===== src/rtl/alu_result_buffer.sv =====
// Registered result FIFO between the scalar ALU and writeback.
// Also owns the architectural Z/N flag register, which updates when an entry is pushed.
module alu_result_buffer #(
    parameter int DATA_W = 16,
    parameter int REG_AW = 4,
    parameter int DEPTH  = 2
) (
    input  logic                       clk,
    input  logic                       rst,
    input  logic                       in_valid,
    output logic                       in_ready,
    input  logic [DATA_W-1:0]          in_result,
    input  logic                       in_flagZ,
    input  logic                       in_flagN,
    input  logic [REG_AW-1:0]          in_rd,
    input  logic                       in_we,
    input  logic                       in_setflags,
    output logic                       out_valid,
    input  logic                       out_ready,
    output logic [DATA_W-1:0]          out_result,
    output logic [REG_AW-1:0]          out_rd,
    output logic                       out_we,
    output logic                       flag_z,
    output logic                       flag_n,
    output logic [$clog2(DEPTH+1)-1:0] count
);

    localparam int CNT_W = $clog2(DEPTH + 1);
    localparam int PTR_W = (DEPTH > 1) ? $clog2(DEPTH) : 1;
    localparam logic [CNT_W-1:0] FULL_CNT = CNT_W'(DEPTH);

    logic [DATA_W-1:0] resultMem_q [DEPTH];
    logic [REG_AW-1:0] rdMem_q     [DEPTH];
    logic              weMem_q     [DEPTH];

    logic [PTR_W-1:0] wrPtr_q, wrPtr_d;
    logic [PTR_W-1:0] rdPtr_q, rdPtr_d;
    logic [CNT_W-1:0] count_q, count_d;
    logic             flagZ_q, flagZ_d;
    logic             flagN_q, flagN_d;

    logic push;
    logic pop;

    // in_ready looks only at occupancy, so a full buffer refuses a push even while it pops.
    assign in_ready  = (count_q < FULL_CNT) & ~rst;
    assign out_valid = (count_q != '0);
    assign push      = in_valid & in_ready;
    assign pop       = out_valid & out_ready;

    assign out_result = out_valid ? resultMem_q[rdPtr_q] : '0;
    assign out_rd     = out_valid ? rdMem_q[rdPtr_q]     : '0;
    assign out_we     = out_valid & weMem_q[rdPtr_q];
    assign flag_z     = flagZ_q;
    assign flag_n     = flagN_q;
    assign count      = count_q;

    always_comb begin
        wrPtr_d = wrPtr_q;
        rdPtr_d = rdPtr_q;
        count_d = count_q;
        flagZ_d = flagZ_q;
        flagN_d = flagN_q;
        if (push) begin
            wrPtr_d = wrPtr_q + PTR_W'(1);
            if (in_setflags) begin
                flagZ_d = in_flagZ;
                flagN_d = in_flagN;
            end
        end
        if (pop) begin
            rdPtr_d = rdPtr_q + PTR_W'(1);
        end
        if (push && !pop) begin
            count_d = count_q + CNT_W'(1);
        end else if (pop && !push) begin
            count_d = count_q - CNT_W'(1);
        end
    end

    // DEPTH is a power of two, so the pointers wrap by natural overflow.
    always_ff @(posedge clk or posedge rst) begin
        if (rst) begin
            wrPtr_q <= '0;
            rdPtr_q <= '0;
            count_q <= '0;
            flagZ_q <= 1'b0;
            flagN_q <= 1'b0;
            for (int i = 0; i < DEPTH; i++) begin
                resultMem_q[i] <= '0;
                rdMem_q[i]     <= '0;
                weMem_q[i]     <= 1'b0;
            end
        end else begin
            wrPtr_q <= wrPtr_d;
            rdPtr_q <= rdPtr_d;
            count_q <= count_d;
            flagZ_q <= flagZ_d;
            flagN_q <= flagN_d;
            if (push) begin
                resultMem_q[wrPtr_q] <= in_result;
                rdMem_q[wrPtr_q]     <= in_rd;
                weMem_q[wrPtr_q]     <= in_we;
            end
        end
    end

endmodule


===== config.mk =====
export PLATFORM = sky130hd
export DESIGN_NAME = alu_result_buffer
export DESIGN_NICKNAME = d
export VERILOG_FILES = /design/src/rtl/alu_result_buffer.sv
export SDC_FILE = /design/constraint.sdc
export NUM_CORES = 1
export LEC_CHECK = 0
export CAP_MARGIN = 30
export CORE_MARGIN = 2
export CORE_UTILIZATION = 50
export DETAILED_ROUTE_END_ITERATION = 8
export GPL_TIMING_DRIVEN = 0
export PLACE_DENSITY = 0.81
export SLEW_MARGIN = 5
export SYNTH_ARGS = -nofsm -noshare
export SYNTH_HDL_FRONTEND = slang
export SYNTH_SLANG_ARGS = --single-unit

===== constraint.sdc =====
create_clock -name clk -period 3.7 [get_ports clk]
set_input_delay 0.74 -clock clk [delete_from_list [all_inputs] [get_ports clk]]
set_output_delay 0.74 -clock clk [all_outputs]
set_load 0.02 [all_outputs]

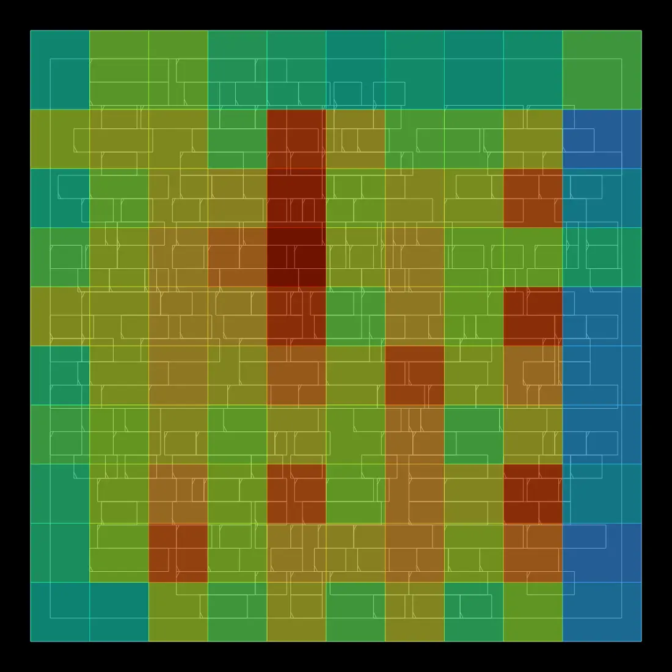
Fig. 1. Congestion heat map (run 1).
busiest layer in global routing: met2
met3 Resource Use GR: 5.063%

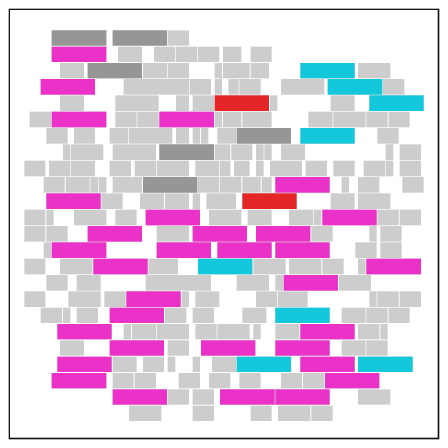
Fig. 2. Where the registers sit (run 1).
Scale: 6 px per µm.
Key: count = red [placed flops 2]; rdMem_q = cyan [placed flops 8]; resultMem_q = magenta [placed flops 32]
Another 6 sequential cells are not coloured.
power attributed to sequential cells: 961 µW
Seq area share: 39.67%
Flop area: 0.001201 mm²
post-layout util: 69.54%

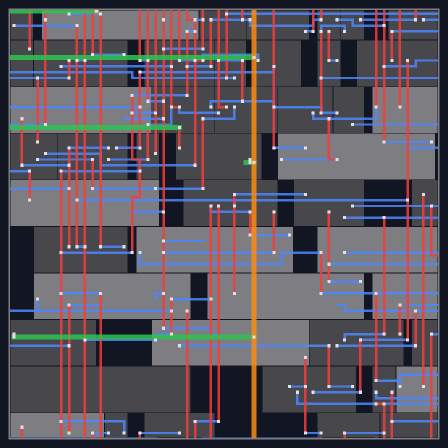
Fig. 3. Layout detail (run 1).
Region (23, 23) to (48, 48) µm. Cells in grey, sequential cells in the stronger grey; small squares are vias.
Key: met4 = orange; met1 = blue; met2 = red; met3 = green
41 logic cells have their middle in the window. Most frequent: dfrtp_1 (10), mux2_4 (6), mux2_2 (5). Sequential cells in the window: 10. Netlist names of flops here include resultMem_q (6), weMem_q (2).

==> deck_impl_summary.md, run 1 <==
Key Metrics from the Run

Power and ir drop
  • Pint: 1903 µW
  • Power Density: between 900 and 1000 mW/mm²

Clock network
  • Clk sinks: 48
  • Clk_lat worst skew: 0.31 ns

Synthesis
  • Syn nets: 189
  • Post-synth regs: roughly 48
  • Largest area contributor in the netlist: dfrtp_1
  • Main area contributors: dfrtp_1, mux2_4, mux2_2, mux2i_1, nor2_1
  • Synth Flop Type: dfrtp_1
  • Mapped Cells: 160
  • Post-synth EDFFs: 0

STA
  • RSZ-0062 raised after global routing: no
  • Final hold vios: 0
  • Tcrit/Tclk final: 77.00%
  • Max frequency: 0.3510 GHz
  • Min Hold Slack: 0.5143 ns

Critical path
  • Buf/Inv on CP: 2
  • CP Launch Type: flop
  • Worst-path fanout max: 10
  • R2R Path Start: count[1]
  • Critical Path Stages: 4
  • FF-to-FF path depth: 4

Detailed routing
  • DRC: 0
  • Routed Antenna Nets: 0
  • Router iterations before antenna repair: 4
  • Final WL: 4.701 mm
  • Metal-1 WL: 2.043 mm
  • Top sig layer: met4

Run status
  • Outcome: completed

Finish
  • Layout Nets: ~250
  • Most common logic cells in the final layout: clkdlybuf4s50_1, dfrtp_1, nor2_1, mux2_2, mux2i_1
  • FILL cells: 282

Floorplan
  • Num ports: 55
==> inputs of run 2 (changes only) <==
--- a/config.mk
+++ b/config.mk
@@ -7,10 +7,10 @@
 export LEC_CHECK = 0
 export CAP_MARGIN = 30
 export CORE_MARGIN = 2
-export CORE_UTILIZATION = 50
+export CORE_UTILIZATION = 49
 export DETAILED_ROUTE_END_ITERATION = 8
 export GPL_TIMING_DRIVEN = 0
-export PLACE_DENSITY = 0.81
+export PLACE_DENSITY = 0.79
 export SLEW_MARGIN = 5
 export SYNTH_ARGS = -nofsm -noshare
 export SYNTH_HDL_FRONTEND = slang
==> constraint.sdc (replaced) <==
create_clock -name clk -period 2.72 [get_ports clk]
set_input_delay 0.544 -clock clk [delete_from_list [all_inputs] [get_ports clk]]
set_output_delay 0.544 -clock clk [all_outputs]
set_load 0.02 [all_outputs]
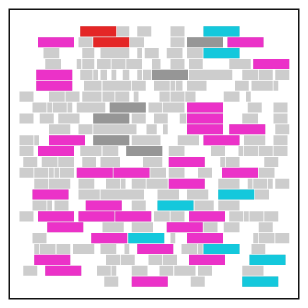
Fig. 4. Where the registers sit (run 2).
Scale: 4 px per µm.
Key: count = red [placed flops 2]; rdMem_q = cyan [placed flops 8]; resultMem_q = magenta [placed flops 32, where widely spread]
post-layout util: 69.19%
power attributed to sequential cells: 1300 µW
Seq area share: 39.33%

==> run 2 against run 1 <==
Clock power rose by 54%. Synthesized area did not move. Cell area rose by 0.87%. Core utilization fell by 0.35 points. Critical path depth rose by 1. Hold slack barely moved. Global-route usage fell by 0.71 points. Clock-buffer cell count did not move. Sequential cell count did not move. Synthesized cell count did not move. Power rose by 38%. Register-to-register slack got worse by 0.99 ns.
==> deck_impl_summary.md, run 2 <==
Key Metrics from the Run

Finish
  • FILL cells: 319 (+13%)
  • Layout Nets: 251 (unchanged)
  • Layout area overhead: 34.86%
  • Flop area: 0.001201 mm² (unchanged)

Run status
  • Outcome: completed

Power and ir drop
  • Pint: 2686 µW (+41%)

Critical path
  • Buf/Inv on CP: 3 (+1)
  • Worst-path fanout max: 10 (unchanged)
  • FF-to-FF path depth: 4 (unchanged)
  • R2R Path Start: count[1]
  • CP Launch Type: flop

Synthesis
  • Largest area contributor in the netlist: dfrtp_1
  • Main area contributors: dfrtp_1, mux2_4, mux2_2, mux2i_1, nor2_1
  • Mapped Cells: 160 (unchanged)
  • Syn nets: 189 (unchanged)
  • Post-synth EDFFs: 0 (unchanged)

STA
  • Tcrit/Tclk final: a little over nine tenths
  • Min Hold Slack: 0.5147 ns (+0.0004350 ns)
  • Final hold vios: 0 (unchanged)
  • Max frequency: around 0.39 GHz

Detailed routing
  • Final WL: 4.610 mm (-1.9%)
  • DRC: 0 (unchanged)
  • Top sig layer: met4
  • Metal-1 WL: 2.107 mm (+3.1%)
  • Routed Antenna Nets: 0 (unchanged)
  • Router iterations before antenna repair: 4 (unchanged)

GRT
  • Met3 Resource Use GR: 5.417% (+0.35 points)
  • Busiest layer in global routing: met2

Clock network
  • Post-CTS sizing: 0
  • Clk sinks: 48 (unchanged)

Floorplan
  • Num ports: 55 (unchanged)
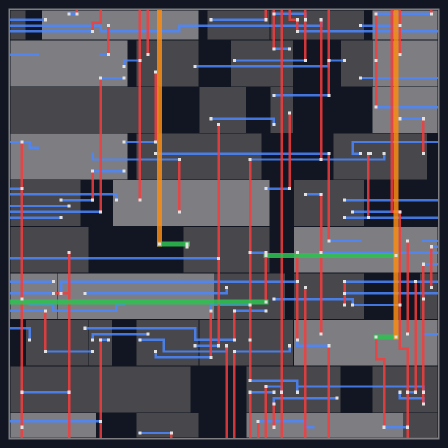
Fig. 5. Layout detail (run 2).
Region (23, 23) to (48, 48) µm. Cells in grey, sequential cells in the stronger grey; small squares are vias.
Key: met1 = blue; met2 = red; met3 = green; met4 = orange
Netlist names of flops here include resultMem_q (4), weMem_q (2). Most frequent: dfrtp_1 (9), mux2_4 (5). Sequential cells in the window: 9. 33 logic cells have their middle in the window.

==> inputs of run 3 (changes only) <==
--- a/config.mk
+++ b/config.mk
@@ -10,6 +10,7 @@
 export CORE_UTILIZATION = 49
 export DETAILED_ROUTE_END_ITERATION = 8
 export GPL_TIMING_DRIVEN = 0
+export HOLD_SLACK_MARGIN = 0.05
 export PLACE_DENSITY = 0.79
 export SLEW_MARGIN = 5
 export SYNTH_ARGS = -nofsm -noshare
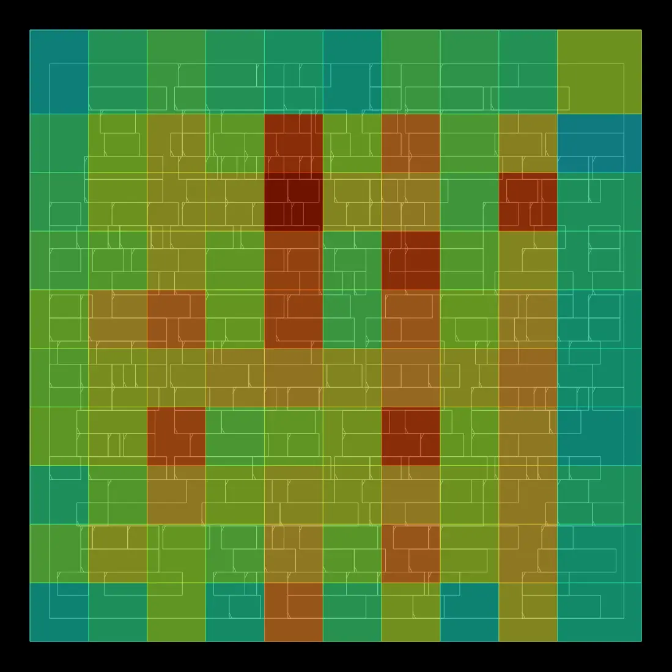
Fig. 6. Congestion heat map (run 3).
GR met1 Demand/Resource: 26.72%
met3 Resource Use GR: 5.417%

==> run 3 against run 2 <==
Register-to-register slack about the same. Synthesized cell count is the same. Clock power is essentially flat. Highest routed layer unchanged. Synthesized area stayed put. Sequential share of layout area did not move. Largest cell class unchanged. Critical path type unchanged. Die area unchanged. Non-clock buffer count stayed put. Sequential cell count did not move. Largest power group unchanged.
==> deck_impl_summary.md, run 3 <==
Key Metrics from the Run

Synthesis
  • Syn nets: 189 (unchanged)
  • Mean post-synth cell area: 14.15 µm²
  • Largest area contributor in the netlist: dfrtp_1
  • Post-synth regs: approximately 48
  • Main area contributors: dfrtp_1, mux2_4, mux2_2, mux2i_1, nor2_1
  • Mapped Cells: 160 (unchanged)
  • Post-synth EDFFs: 0 (unchanged)
  • Yosys warns: 0
  • XOR/XNOR Fraction of Synth Area: 1.934%

STA
  • Setup TNS: 0 ns
  • Max frequency: 0.3867 GHz (unchanged)
  • Min Hold Slack: 0.5147 ns (unchanged)
  • Final hold vios: 0 (unchanged)
  • Tcrit/Tclk final: 95.09% (unchanged)

GRT
  • GRT Util Overall: 19.57%
  • Total congestion overflow: 0
  • Busiest layer in global routing: met2

Detailed routing
  • Router iterations before antenna repair: 4 (unchanged)
  • DRC: 0 (unchanged)
  • Final WL: 4.610 mm (unchanged)
  • Top sig layer: met4
  • Metal-1 WL: 2.107 mm (unchanged)
  • Routed Antenna Nets: 0 (unchanged)

Critical path
  • R2R Path Start: count[1]
  • FF-to-FF path depth: 4 (unchanged)
  • Buf/Inv on CP: 3 (unchanged)
  • CP Launch Type: flop

Clock network
  • CTS clk-pin slew, worst paths: 0.08 ns
  • Post-CTS sizing: 0 (unchanged)
  • CTS tree: built
  • Clk sinks: 48 (unchanged)

Min path
  • Hold EP: resultMem_q[27]
  • Hold depth: 1

Finish
  • Layout non-clock buf frac: approximately a fifth
  • Layout area overhead: 34.86% (unchanged)
  • Post-layout util: 69.19% (unchanged)
  • Layout Nets: 251 (unchanged)
  • Flop area: 0.001201 mm² (unchanged)

Floorplan
  • Core Region: around 0.0044 mm²
  • Chip area: 0.005182 mm²
  • Num ports: 55 (unchanged)

Run status
  • Outcome: completed

Placement
  • Final GP Congestion: 0.7015

Power and ir drop
  • Pint: 2686 µW (unchanged)
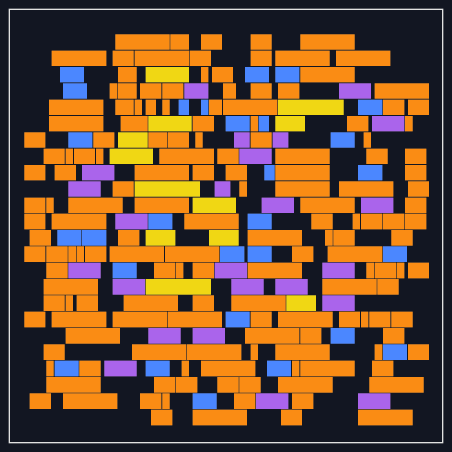
Fig. 7. Sizing map (run 3).
Scale: 6 px per µm.
Key: drive 2 = blue [cells 28, share 13%]; drive 1 or less = orange [cells 159, share 71%]; drive 3 to 4 = purple [cells 24, share 11%]; drive 6 and up = yellow [cells 12, share 5.4%]

No activity file was given, so power comes from the tool's default toggle rates.
